--- config.mk ---
export PLATFORM = sky130hd
export DESIGN_NAME = spi_read_cache
export DESIGN_NICKNAME = d
export VERILOG_FILES = /design/src/rtl/spi_read_cache.sv
export SDC_FILE = /design/constraint.sdc
export NUM_CORES = 1
export LEC_CHECK = 0
export ABC_AREA = 1
export CORE_UTILIZATION = 35
export DETAILED_ROUTE_END_ITERATION = 8
export MAX_ROUTING_LAYER = met4
export PLACE_DENSITY = 0.63
export SLEW_MARGIN = 20
export SYNTH_ARGS = -nofsm -noshare
export SYNTH_HDL_FRONTEND = slang
export SYNTH_SLANG_ARGS = --single-unit
--- constraint.sdc ---
create_clock -name clk -period 2.5 [get_ports clk]
set_input_delay 0.5 -clock clk [delete_from_list [all_inputs] [get_ports clk]]
set_output_delay 0.5 -clock clk [all_outputs]
set_load 0.03 [all_outputs]
--- src/rtl/spi_read_cache.sv ---
// spi_read_cache: direct-mapped write-through byte cache in front of an SPI memory controller
module spi_read_cache #(
  parameter int IDX_W  = 4,
  parameter int ADDR_W = 16,
  parameter int DATA_W = 8
) (
  input  logic              clk,
  input  logic              reset,
  input  logic              mem_req,
  input  logic              mem_we,
  input  logic [ADDR_W-1:0] mem_addr,
  input  logic [DATA_W-1:0] mem_wdata,
  output logic [DATA_W-1:0] mem_rdata,
  output logic              mem_ready,
  output logic              ext_req,
  output logic              ext_we,
  output logic [ADDR_W-1:0] ext_addr,
  output logic [DATA_W-1:0] ext_wdata,
  input  logic [DATA_W-1:0] ext_rdata,
  input  logic              ext_ready,
  input  logic              cache_en,
  input  logic              flush,
  output logic [15:0]       hit_count,
  output logic [15:0]       miss_count
);
  localparam int LINES = 2**IDX_W;
  localparam int TAG_W = ADDR_W - IDX_W;
  typedef enum logic [2:0] {IDLE, HIT_RESP, FILL, WRITE, DONE, FLUSH} state_t;
  state_t state;
  logic [LINES-1:0] valid;
  logic [TAG_W-1:0] tag_q [LINES];
  logic [DATA_W-1:0] data_q [LINES];
  logic flush_pend;
  logic [IDX_W-1:0] req_idx, ext_idx;
  logic req_hit, ext_hit;
  assign req_idx = mem_addr[IDX_W-1:0];
  assign ext_idx = ext_addr[IDX_W-1:0];
  assign req_hit = cache_en && valid[req_idx] && tag_q[req_idx] == mem_addr[ADDR_W-1:IDX_W];
  assign ext_hit = cache_en && valid[ext_idx] && tag_q[ext_idx] == ext_addr[ADDR_W-1:IDX_W];
  always_ff @(posedge clk) begin
    if (reset) begin
      state      <= IDLE;
      valid      <= '0;
      flush_pend <= 1'b0;
      mem_rdata  <= '0;
      mem_ready  <= 1'b0;
      ext_req    <= 1'b0;
      ext_we     <= 1'b0;
      ext_addr   <= '0;
      ext_wdata  <= '0;
      hit_count  <= '0;
      miss_count <= '0;
    end else begin
      if (flush && state != IDLE) flush_pend <= 1'b1;
      case (state)
        IDLE: begin
          if (flush || flush_pend) state <= FLUSH;
          else if (mem_req) begin
            ext_addr  <= mem_addr;
            ext_wdata <= mem_wdata;
            ext_we    <= mem_we;
            if (!mem_we && req_hit) begin
              state     <= HIT_RESP;
              mem_ready <= 1'b1;
              mem_rdata <= data_q[req_idx];
              hit_count <= hit_count + 16'(hit_count != '1);
            end else begin
              state   <= mem_we ? WRITE : FILL;
              ext_req <= 1'b1;
            end
          end
        end
        FILL, WRITE: begin
          if (ext_ready) begin
            ext_req   <= 1'b0;
            mem_ready <= 1'b1;
            state     <= DONE;
            if (state == FILL) begin
              mem_rdata <= ext_rdata;
              if (cache_en) begin
                valid[ext_idx]  <= 1'b1;
                tag_q[ext_idx]  <= ext_addr[ADDR_W-1:IDX_W];
                data_q[ext_idx] <= ext_rdata;
                miss_count      <= miss_count + 16'(miss_count != '1);
              end
            end else if (ext_hit) data_q[ext_idx] <= ext_wdata;
          end
        end
        HIT_RESP, DONE: begin
          mem_ready <= 1'b0;
          state     <= IDLE;
        end
        FLUSH: begin
          valid      <= '0;
          flush_pend <= flush;
          state      <= IDLE;
        end
        default: state <= IDLE;
      endcase
    end
  end
endmodule

==> impl_metrics.py <==
# Physical implementation metrics
metrics = {
    "critical_path": {
        "r2r_end": "data_q[15][3]",
        "path_class": "flop to flop",
        "cp_top_family": "simple AND/OR/NAND/NOR gates",
        "critPathCaptureType": "flop",
        "critPathMaxFanout": 12,
        "worst-r2r-cell-count": 15,
        "arrival_ns": 3.13,
        "cp_cell_sequence": "buf_12, buf_6, nand2_1, o211ai_1, nand3_1, o21ai_1, nand2_1, nand2_1, nor2_1, nor3_2, nand4_1, nor2_4, nand2_4, clkbuf_16, a21oi_4",
        "worst_ep_required_time_ns": 2.76,
        "max_stage_delay_ns": 0.44,
        "crit_top_cell": "nand2_1",
        "r2r_slack_ns": -0.37,
        "cp_num_cells": 15,
        "critPathSlowestCell": "dfxtp_4",
        "cp-endpoint": "data_q[15][3]",
        "critPathBufInv": 3,
        "setup.worst_path.start_class": "flop",
    },
    "drt": {
        "drt-wirelength-per-cell_um": 20.7,
        "drc": 0,
        "top_layer_used": "met4",
        "routed-wl-met3_um": 5400,
        "via_count": 17700,
        "ant_nets": 0,
        "drtIter0Drc": 1853,
        "wl_met1_um": 27400,
        "wirelength_um": 67400,
        "vias_per_cell": 5.42,
        "met2_length_um": 31600,
        "dr.pass1.iters": 6,
    },
    "timing": {
        "drv_slew": 0,
        "max_freq_mhz": 349,
        "relSlewSlack_pct": 64.4,
        "setup_ws_ns": -0.368,
        "worst_pin_slew_ns": 0.533,
        "tns_ns": -83.40,
        "rsz0062_at_grt": "yes",
        "finalSetupViolCount": 256,
        "hold_viol_final": 0,
        "fin_crit_ns": 2.87,
        "period_used_pct": 115,
    },
    "synthesis": {
        "top_area_cell": "edfxtp_1",
        "postSynthSeqShare_pct": 57.6,
        "ys.flops": 411,
        "syn_avg_cell_area_um2": 8.95,
        "synth.distinct_cells": 43,
        "synthAoiAreaFrac_pct": 13.4,
        "synthMuxAreaShare_pct": 0,
        "common_cells": "nand2_1 (389), edfxtp_1 (320), inv_1 (247), nor2_1 (245), nand3_1 (239)",
        "synthMostInstantiatedCell": "nand2_1",
        "ys_sh_simple_pct": 20.6,
        "synthAdderAreaFrac_pct": 0.252,
        "syn_nets": 2262,
        "ys_sh_xor_pct": 0.265,
        "async_reset_ff_share_pct": 0,
        "flop_cell": "edfxtp_1",
        "ys_area_um2": 19900,
        "syn_area_um2": 19900,
        "topCellsByArea": "edfxtp_1 (48%), dfxtp_1 (9.2%), nand2_1 (7.4%), nand3_1 (6.0%), o21ai_0 (4.8%)",
        "synth.top_cell.area_share_pct": 48.4,
        "syn_inst": 2219,
        "yosys_cells": 2219,
        "yosys_warnings": 0,
        "synth-edff-count": 320,
        "logic_family": "simple AND/OR/NAND/NOR gates",
    },
    "global_route": {
        "antenna_found_initial": 0,
        "grt_pass1_wl_um": 99200,
        "grt_use_met3_pct": 3.70,
        "grt-busiest-layer": "met2",
        "grtUsageMet1_pct": 29.1,
        "grt_pass1_vias": 16900,
        "track_usage_pct": 23.4,
        "grt_max_degree": 65,
        "grt_util_met2_pct": 37.5,
        "globalRoute.totalOverflow": 0,
    },
    "outcome": {
        "violations": "negative setup slack",
        "status": "complete, but fails checks",
    },
    "cells_and_area": {
        "nFillCells": 5134,
        "combGateArea_um2": 7270,
        "drive_gt1_share_pct": 16.1,
        "fin_nets": 2519,
        "layout_top_cell": "nand2_1",
        "final_cells": 3260,
        "ff_latch_area_um2": 11400,
        "fin_area_um2": 25800,
        "final_cell_mix": "nand2_1 (372), edfxtp_1 (320), inv_1 (246)",
        "area_delta_synth_final_pct": 29.8,
    },
    "flow_run": {
        "warning_count": 29,
        "cap_violations": 0,
    },
    "floorplanning": {
        "chipArea_um2": 57700,
        "ioPinCount": 106,
        "core_um2": 55500,
        "die_x_um": 240,
        "dieHeight_um": 240,
        "initCoreUtil_pct": 35.8,
        "row_count": 86,
    },
    "power_and_ir_drop": {
        "irDropWorstVdd_v": 0.000524,
        "leakage_nw": 9.69,
        "p_per_area_nw_per_um2": 772,
    },
    "placement": {
        "place_congestion": 0.937,
        "hpwlAfterDp_um": 44700,
        "port_buffers": 105,
        "dp_slack_ns": -0.551,
        "dpl-instance-area_um2": 23500,
        "place_inst": 3154,
    },
    "worst_hold_path": {
        "holdPathEnd": "mem_rdata[6]",
        "hp-start": "mem_rdata[6]",
        "whs_path_depth": 2,
        "min_path_type": "flop to flop",
    },
    "clock_network": {
        "cts_tree": "done",
        "clk_path_buf_depth": 3,
        "htreeDepth": 2,
        "path_clk_slew_ns": 0.06,
        "cts_root_buf": "clkbuf_16",
        "postCtsHoldBufs": 0,
    },
}
## kinds of logic (layout without fill, tap and decap cells)
kind of cell / count (synthesis) / count (layout)
flip-flops: 411 / 411
AND-OR/OR-AND: 468 / 468
buffers and inverters: 377 / 668
other: 0 / 1
XOR/XNOR: 6 / 6
AND/OR/NAND/NOR: 953 / 954
adder cells (fa/ha/maj): 4 / 4
## where the power goes
part	internal (mW)	total [mW]	switching, mW
combinational	1.95	5.07	3.12
sequential	7.75	7.98	0.234
clock	4.01	6.85	2.83
total	13.7	19.9	6.18
## flip-flops by register name, indices dropped and copies added (netlist names), 3 cells and up, named ones only
signal and count:
miss_count 16, ext_addr 16, data_q 128, tag_q 192
valid 16, ext_wdata 8, state 3, hit_count 16
mem_rdata 8
## timing repair
action / 4_1_cts / 5_1_grt
endpoints found under the setup margin: 261 / 287
resized: 12 / 100
buffers inserted: 6 / 8
cloned: 1 / 10
pin swaps: 2 / 24
## worst min-delay path: stages, from the launching register on
cell     delay [ns]
dfxtp_1        0.31
nand2_1        0.06
a21oi_1        0.05
## per-stage QoR
stage | utilization, % | hold slack [ns] | total power [mW]
5_1_grt | 46.4 | 0.480 | 20.6
3_5_place_dp | 42.4 | 0.459 | 12.7
3_3_place_gp | 42.4 | 0.453 | 12.6
6_report | 46.4 | 0.467 | 19.9
2_1_floorplan | - | 0.446 | 10.6
4_1_cts | 45.3 | 0.469 | 19.6
## layout make-up
| type | count | share of cell area, % |
|---|---|---|
| Clock buffer | 52 | 4.59 |
| Clock inverter | 30 | 1.23 |
| Tap cell | 748 | 3.63 |
| Multi-Input combinational cell | 1432 | 28.2 |
| Antenna cell | 1 | 0.00971 |
| Sequential cell | 411 | 44.4 |
| Inverter | 251 | 3.66 |
| Timing Repair Buffer | 335 | 14.3 |
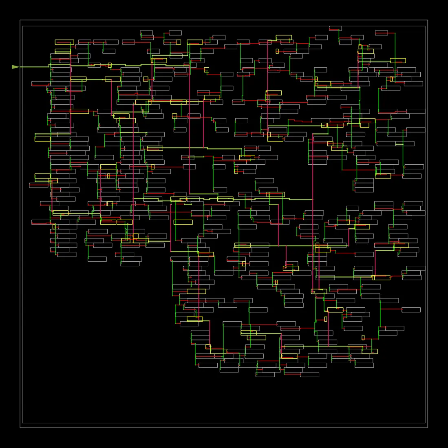
*Clock nets*
clk_lat worst skew: 0.59 ns
clk_skew: 0.0300 ns
CTS Buf Count: 45
clock net sink count: 411
seq_cells: 411

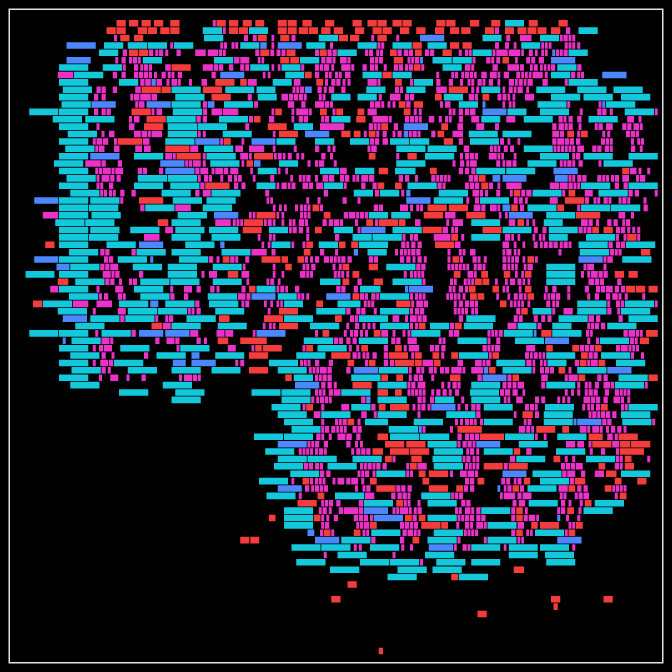
*Placement by cell class*
[clock drivers and dummy loads] blue | cells: 82
[flops] cyan | cells: 411
[combinational and other logic] magenta | cells: 1683
[other buffers and delay cells] red | cells: 335

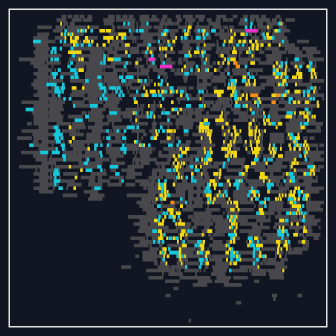
*Gate-type map*
[adder and majority cells] magenta | cells: 4 | most used: ha_1
[XOR/XNOR gates] orange | cells: 6 | most used: xnor2_1
[NAND gates] yellow | cells: 651 | most used: nand2_1
[inverting AOI/OAI gates] cyan | cells: 467 | most used: o21ai_0 | where: widely spread

Power figures rest on the tool's default switching activity, not on a simulated workload.
